### Floorplan with the power grid

The bar under the picture is 20 µm long. Pins as bars on the die edge. Tap cells in grey.
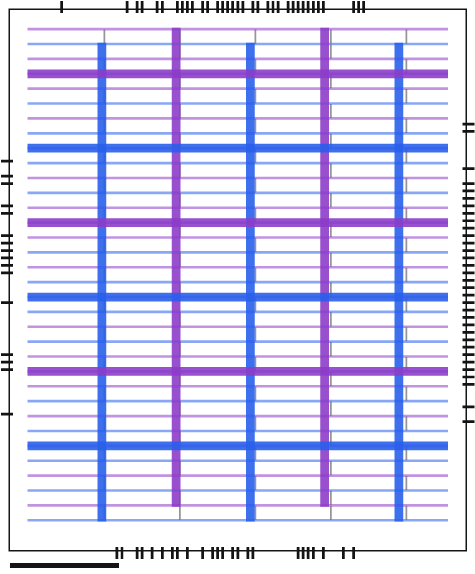
### Cell classes on the final placement

The bar under the picture is 20 µm long.
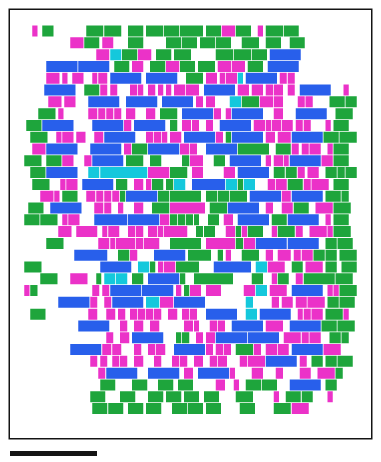
### Clock wires, drivers and flops

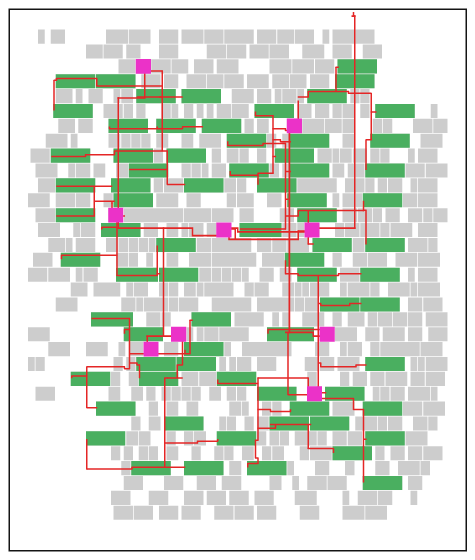
### Signal wires by layer

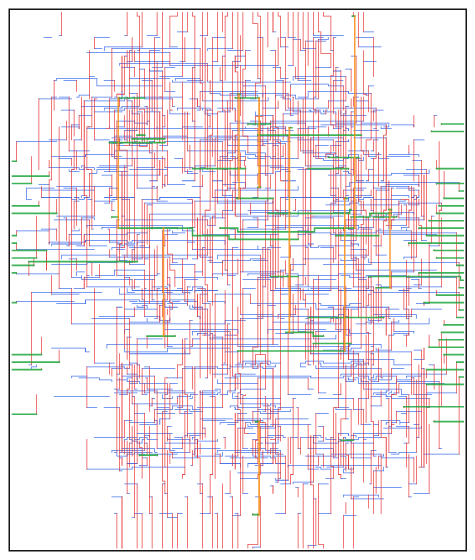
### src/rtl/alu_mul_seq_if.sv
// alu_mul_seq_if: request/result handshake plus the alu operand/control/result
// bus between the multiply sequencer and the downstream alu.
interface alu_mul_seq_if #(
    parameter int WIDTH = 16
);
    logic             start;
    logic [WIDTH-1:0] a;
    logic [WIDTH-1:0] b;
    logic             busy;
    logic             done;
    logic [WIDTH-1:0] result;
    logic [WIDTH-1:0] alu_x;
    logic [WIDTH-1:0] alu_y;
    logic             alu_zx;
    logic             alu_nx;
    logic             alu_zy;
    logic             alu_ny;
    logic             alu_f;
    logic             alu_no;
    logic [WIDTH-1:0] alu_out;

    // requester side; it also closes the loop by returning the alu result
    modport master (
        output start, a, b, alu_out,
        input  busy, done, result,
        input  alu_x, alu_y, alu_zx, alu_nx, alu_zy, alu_ny, alu_f, alu_no
    );

    // sequencer side
    modport slave (
        input  start, a, b, alu_out,
        output busy, done, result,
        output alu_x, alu_y, alu_zx, alu_nx, alu_zy, alu_ny, alu_f, alu_no
    );
endinterface

### src/rtl/alu_mul_seq.sv
// alu_mul_seq: iterative shift-add multiplier that borrows the downstream alu
// for its additions. One partial-product step per RUN cycle; returns the low
// WIDTH bits of a*b (identical for signed and unsigned operands).
// Optional feature: define MUL_EARLY_EXIT_EN to stop as soon as the remaining
// multiplier bits are all zero.
module alu_mul_seq #(
    parameter int WIDTH = 16,
    parameter int CNT_W = 5
) (
    input  logic         clk,
    input  logic         rst_n,
    alu_mul_seq_if.slave bus
);
    typedef enum logic [1:0] {IDLE, RUN, DONE} state_t;

    // alu control words {zx,nx,zy,ny,f,no}
    localparam logic [5:0] CTRL_ZERO = 6'b101010;
    localparam logic [5:0] CTRL_ADD  = 6'b000010;
    localparam logic [5:0] CTRL_X    = 6'b001100;

    state_t           state, state_nx;
    logic [WIDTH-1:0] acc, mcand, mplier, result_q;
    logic [CNT_W-1:0] cnt;
    logic             busy_q, done_q;
    logic             last_step;
    logic [5:0]       ctrl;
    logic [WIDTH-1:0] alu_x_c, alu_y_c;

`ifdef MUL_EARLY_EXIT_EN
    // nothing left to add once the shifted multiplier is zero
    assign last_step = (cnt == CNT_W'(WIDTH-1)) || ((mplier >> 1) == '0);
`else
    assign last_step = (cnt == CNT_W'(WIDTH-1));
`endif

    // state register
    always_ff @(posedge clk) begin
        if (!rst_n) state <= IDLE;
        else        state <= state_nx;
    end

    // next state and alu operand/control decode
    always_comb begin
        state_nx = state;
        alu_x_c  = '0;
        alu_y_c  = '0;
        ctrl     = CTRL_ZERO;
        case (state)
            IDLE: if (bus.start) state_nx = RUN;
            RUN: begin
                alu_x_c = acc;
                alu_y_c = mcand;
                ctrl    = mplier[0] ? CTRL_ADD : CTRL_X;
                if (last_step) state_nx = DONE;
            end
            DONE:    state_nx = IDLE;
            default: state_nx = IDLE;
        endcase
    end

    // datapath: operand capture, one shift-add step per RUN cycle, result latch
    always_ff @(posedge clk) begin
        if (!rst_n) begin
            acc      <= '0;
            mcand    <= '0;
            mplier   <= '0;
            cnt      <= '0;
            result_q <= '0;
            busy_q   <= 1'b0;
            done_q   <= 1'b0;
        end else begin
            busy_q <= (state_nx == RUN);
            done_q <= (state_nx == DONE);
            case (state)
                IDLE: if (bus.start) begin
                    acc      <= '0;
                    mcand    <= bus.a;
                    mplier   <= bus.b;
                    cnt      <= '0;
                    result_q <= '0;
                end
                RUN: begin
                    acc    <= bus.alu_out;
                    mcand  <= mcand << 1;
                    mplier <= mplier >> 1;
                    cnt    <= cnt + 1'b1;
                    if (last_step) result_q <= bus.alu_out;
                end
                default: ;
            endcase
        end
    end

    assign bus.busy   = busy_q;
    assign bus.done   = done_q;
    assign bus.result = result_q;
    assign bus.alu_x  = alu_x_c;
    assign bus.alu_y  = alu_y_c;
    assign bus.alu_zx = ctrl[5];
    assign bus.alu_nx = ctrl[4];
    assign bus.alu_zy = ctrl[3];
    assign bus.alu_ny = ctrl[2];
    assign bus.alu_f  = ctrl[1];
    assign bus.alu_no = ctrl[0];
endmodule

### src/flat_wrapper.sv
// flat-port wrapper written by rule: the top's interface ports become plain ports
module alu_mul_seq_flat 
#(
    parameter int WIDTH = 16,
    parameter int CNT_W = 5
)
  (clk, rst_n, bus_start, bus_a, bus_b, bus_alu_out, bus_busy, bus_done, bus_result, bus_alu_x, bus_alu_y, bus_alu_zx, bus_alu_nx, bus_alu_zy, bus_alu_ny, bus_alu_f, bus_alu_no);
  alu_mul_seq_if #(.WIDTH(WIDTH)) bus_i ();
  input  logic clk;
  input  logic rst_n;
  input wire logic [$bits(bus_i.start)-1:0] bus_start;
  input wire logic [$bits(bus_i.a)-1:0] bus_a;
  input wire logic [$bits(bus_i.b)-1:0] bus_b;
  input wire logic [$bits(bus_i.alu_out)-1:0] bus_alu_out;
  output wire logic [$bits(bus_i.busy)-1:0] bus_busy;
  output wire logic [$bits(bus_i.done)-1:0] bus_done;
  output wire logic [$bits(bus_i.result)-1:0] bus_result;
  output wire logic [$bits(bus_i.alu_x)-1:0] bus_alu_x;
  output wire logic [$bits(bus_i.alu_y)-1:0] bus_alu_y;
  output wire logic [$bits(bus_i.alu_zx)-1:0] bus_alu_zx;
  output wire logic [$bits(bus_i.alu_nx)-1:0] bus_alu_nx;
  output wire logic [$bits(bus_i.alu_zy)-1:0] bus_alu_zy;
  output wire logic [$bits(bus_i.alu_ny)-1:0] bus_alu_ny;
  output wire logic [$bits(bus_i.alu_f)-1:0] bus_alu_f;
  output wire logic [$bits(bus_i.alu_no)-1:0] bus_alu_no;
  assign bus_i.start = bus_start;
  assign bus_i.a = bus_a;
  assign bus_i.b = bus_b;
  assign bus_i.alu_out = bus_alu_out;
  assign bus_busy = bus_i.busy;
  assign bus_done = bus_i.done;
  assign bus_result = bus_i.result;
  assign bus_alu_x = bus_i.alu_x;
  assign bus_alu_y = bus_i.alu_y;
  assign bus_alu_zx = bus_i.alu_zx;
  assign bus_alu_nx = bus_i.alu_nx;
  assign bus_alu_zy = bus_i.alu_zy;
  assign bus_alu_ny = bus_i.alu_ny;
  assign bus_alu_f = bus_i.alu_f;
  assign bus_alu_no = bus_i.alu_no;
  alu_mul_seq #(.WIDTH(WIDTH), .CNT_W(CNT_W)) u_core (.clk(clk), .rst_n(rst_n), .bus(bus_i));
endmodule
### config.mk
export PLATFORM = sky130hd
export DESIGN_NAME = alu_mul_seq_flat
export DESIGN_NICKNAME = d
export VERILOG_FILES = /design/src/rtl/alu_mul_seq_if.sv /design/src/rtl/alu_mul_seq.sv /design/src/flat_wrapper.sv
export SDC_FILE = /design/constraint.sdc
export NUM_CORES = 1
export LEC_CHECK = 0
export CORE_ASPECT_RATIO = 1.2
export CORE_MARGIN = 3
export CORE_UTILIZATION = 42
export CTS_BUF_LIST = sky130_fd_sc_hd__clkbuf_4
export DETAILED_ROUTE_END_ITERATION = 8
export GPL_TIMING_DRIVEN = 0
export HOLD_SLACK_MARGIN = 0.02
export PLACE_DENSITY = 0.78
export SYNTH_ARGS = -nofsm -noshare
export SYNTH_HDL_FRONTEND = slang
export SYNTH_SLANG_ARGS = --single-unit
### constraint.sdc
create_clock -name clk -period 1.73 [get_ports clk]
set_input_delay 0.346 -clock clk [delete_from_list [all_inputs] [get_ports clk]]
set_output_delay 0.346 -clock clk [all_outputs]
set_load 0.005 [all_outputs]
==> flow_metrics.tcl <==
# place-and-route summary
set metrics [dict create \
    fin_crit_ns 1.91 \
    met2_usage 0.383 \
    inverters_excl_clock 21 \
    synth_xor_xnor_area_share 0 \
    synth-edff-count 0 \
    clockBufferDepth 2 \
    r2r_start "u_core.cnt[0]$_SDFFE_PN0P_" \
    synth_cell_types 33 \
    sh_comb_area 0.300 \
    drive_above_1_share 0.329 \
    wl_met2_um 5050 \
    seqCellArea_mm2 0.00147 \
    wirelength_um 9610 \
    top_level_ports 107 \
    cp_slowest_stage_delay_ns 0.39 \
    synth_cells 349 \
    top_cells_by_count "73 x dfxtp_1, 47 x a21oi_1, 34 x a22oi_1, 29 x o21ai_0, 21 x nor2_1" \
    yosys_cells 349 \
    seqPwrFrac 0.515 \
    clk_pin_slew_ns 0.12 \
    fin_ws_ns -0.184 \
    pg_seq_uw 1810 \
    netSwitchingFraction 0.274 \
    postCtsHoldBufs 0 \
    timing.fmax_ghz 0.523 \
    final_area_mm2 0.00486 \
    nNonClkBuffers 170 \
    ys_sh_adder 0.00832 \
    status "finished with violations" \
    leakage_uw 0.00211 \
    synth_area_mm2 0.00301 \
    final.setup.tns_ns -3.79 \
    yosys_warnings 0 \
    reg2reg_depth 7 \
    place_ws_ns -0.495 \
    grtUsageMet1 0.261 \
    cp_common_cell "buf_6" \
    clock_cell_area_share 0.0283 \
    root_buffer "clkbuf_4" \
    reg2reg_to "u_core.bus.result[7]$_SDFFE_PN0P_" \
    power_uw 3510 \
    grt_pass1_vias 3076 \
    top_usage_layer "met2" \
    critPathArrivalTime_ns 1.57 \
    hpwl_um 6050 \
    finClkSkew_ns 0.0156 \
    setup_viol_count_final 33 \
    violations "setup timing" \
    compound_area_frac 0.267 \
    cts_setup_buffers 19 \
    n_tap_cell 87 \
    mux_share 0.00458 \
    dpl-instance-area_mm2 0.00416 \
    path_buffers 4 \
    antenna_cells 0 \
    yosysMostFrequentCell "dfxtp_1" \
    ant_nets 0 \
    comb_area_mm2 0.00146 \
    synthToLayoutAreaGrowth_pct 61.6 \
    hold_depth 2 \
    p_per_area_mw_per_mm2 723 \
    maxCapViolations 0 \
    yosys.area.top_type "dfxtp_1" \
    drtIter0Drc 223 \
    place.gp.congestion 0.791 \
    grt_setup_unrepaired "yes" \
    use_met3 0.0477 \
    min_to "u_core.bus.result[12]$_SDFFE_PN0P_" \
    fin_cells 589 \
]
Back to the opening pictures, 'Floorplan with the power grid':
legend:
  blue:
    net: VSS
  purple:
    net: VDD
signal pins: 107
met4 straps: 5
rows: 33
core area: 0.00690 mm²
die height: 98.7 µm

Back to the opening pictures, 'Cell classes on the final placement':
legend:
  blue:
    class: flops
    cells: 73
    share_of_their_area: 31%
  cyan:
    class: clock drivers and dummy loads
    cells: 16
    share_of_their_area: 2.9%
  magenta:
    class: combinational and other logic
    cells: 243
    share_of_their_area: 32%
  green:
    class: other buffers and delay cells
    cells: 170
    share_of_their_area: 34%
num rows: 33
fin util: 0.705
sequential cell area share: 0.302

Back to the opening pictures, 'Clock wires, drivers and flops':
legend:
  green:
    item: flip-flops
    count: 73
  red:
    item: clock wires
    length: 831 µm
  magenta:
    item: clock drivers
    count: 9
flops lie: widely spread
routed clock nets: 10
clk ins delay skew pair: 0.43 ns
Clk. pwr: 1060 µW

Back to the opening pictures, 'Signal wires by layer':
legend:
  red:
    layer: metal 2
    wire_length: 5050 µm
  orange:
    layer: metal 4
    wire_length: 214 µm
  green:
    layer: metal 3
    wire_length: 499 µm
  blue:
    layer: metal 1
    wire_length: 3840 µm
DR vias: 3226
All-Layer GR Usage: 0.218
per-cell routed wire length: 16.3 µm

Power figures rest on the tool's default switching activity, not on a simulated workload.
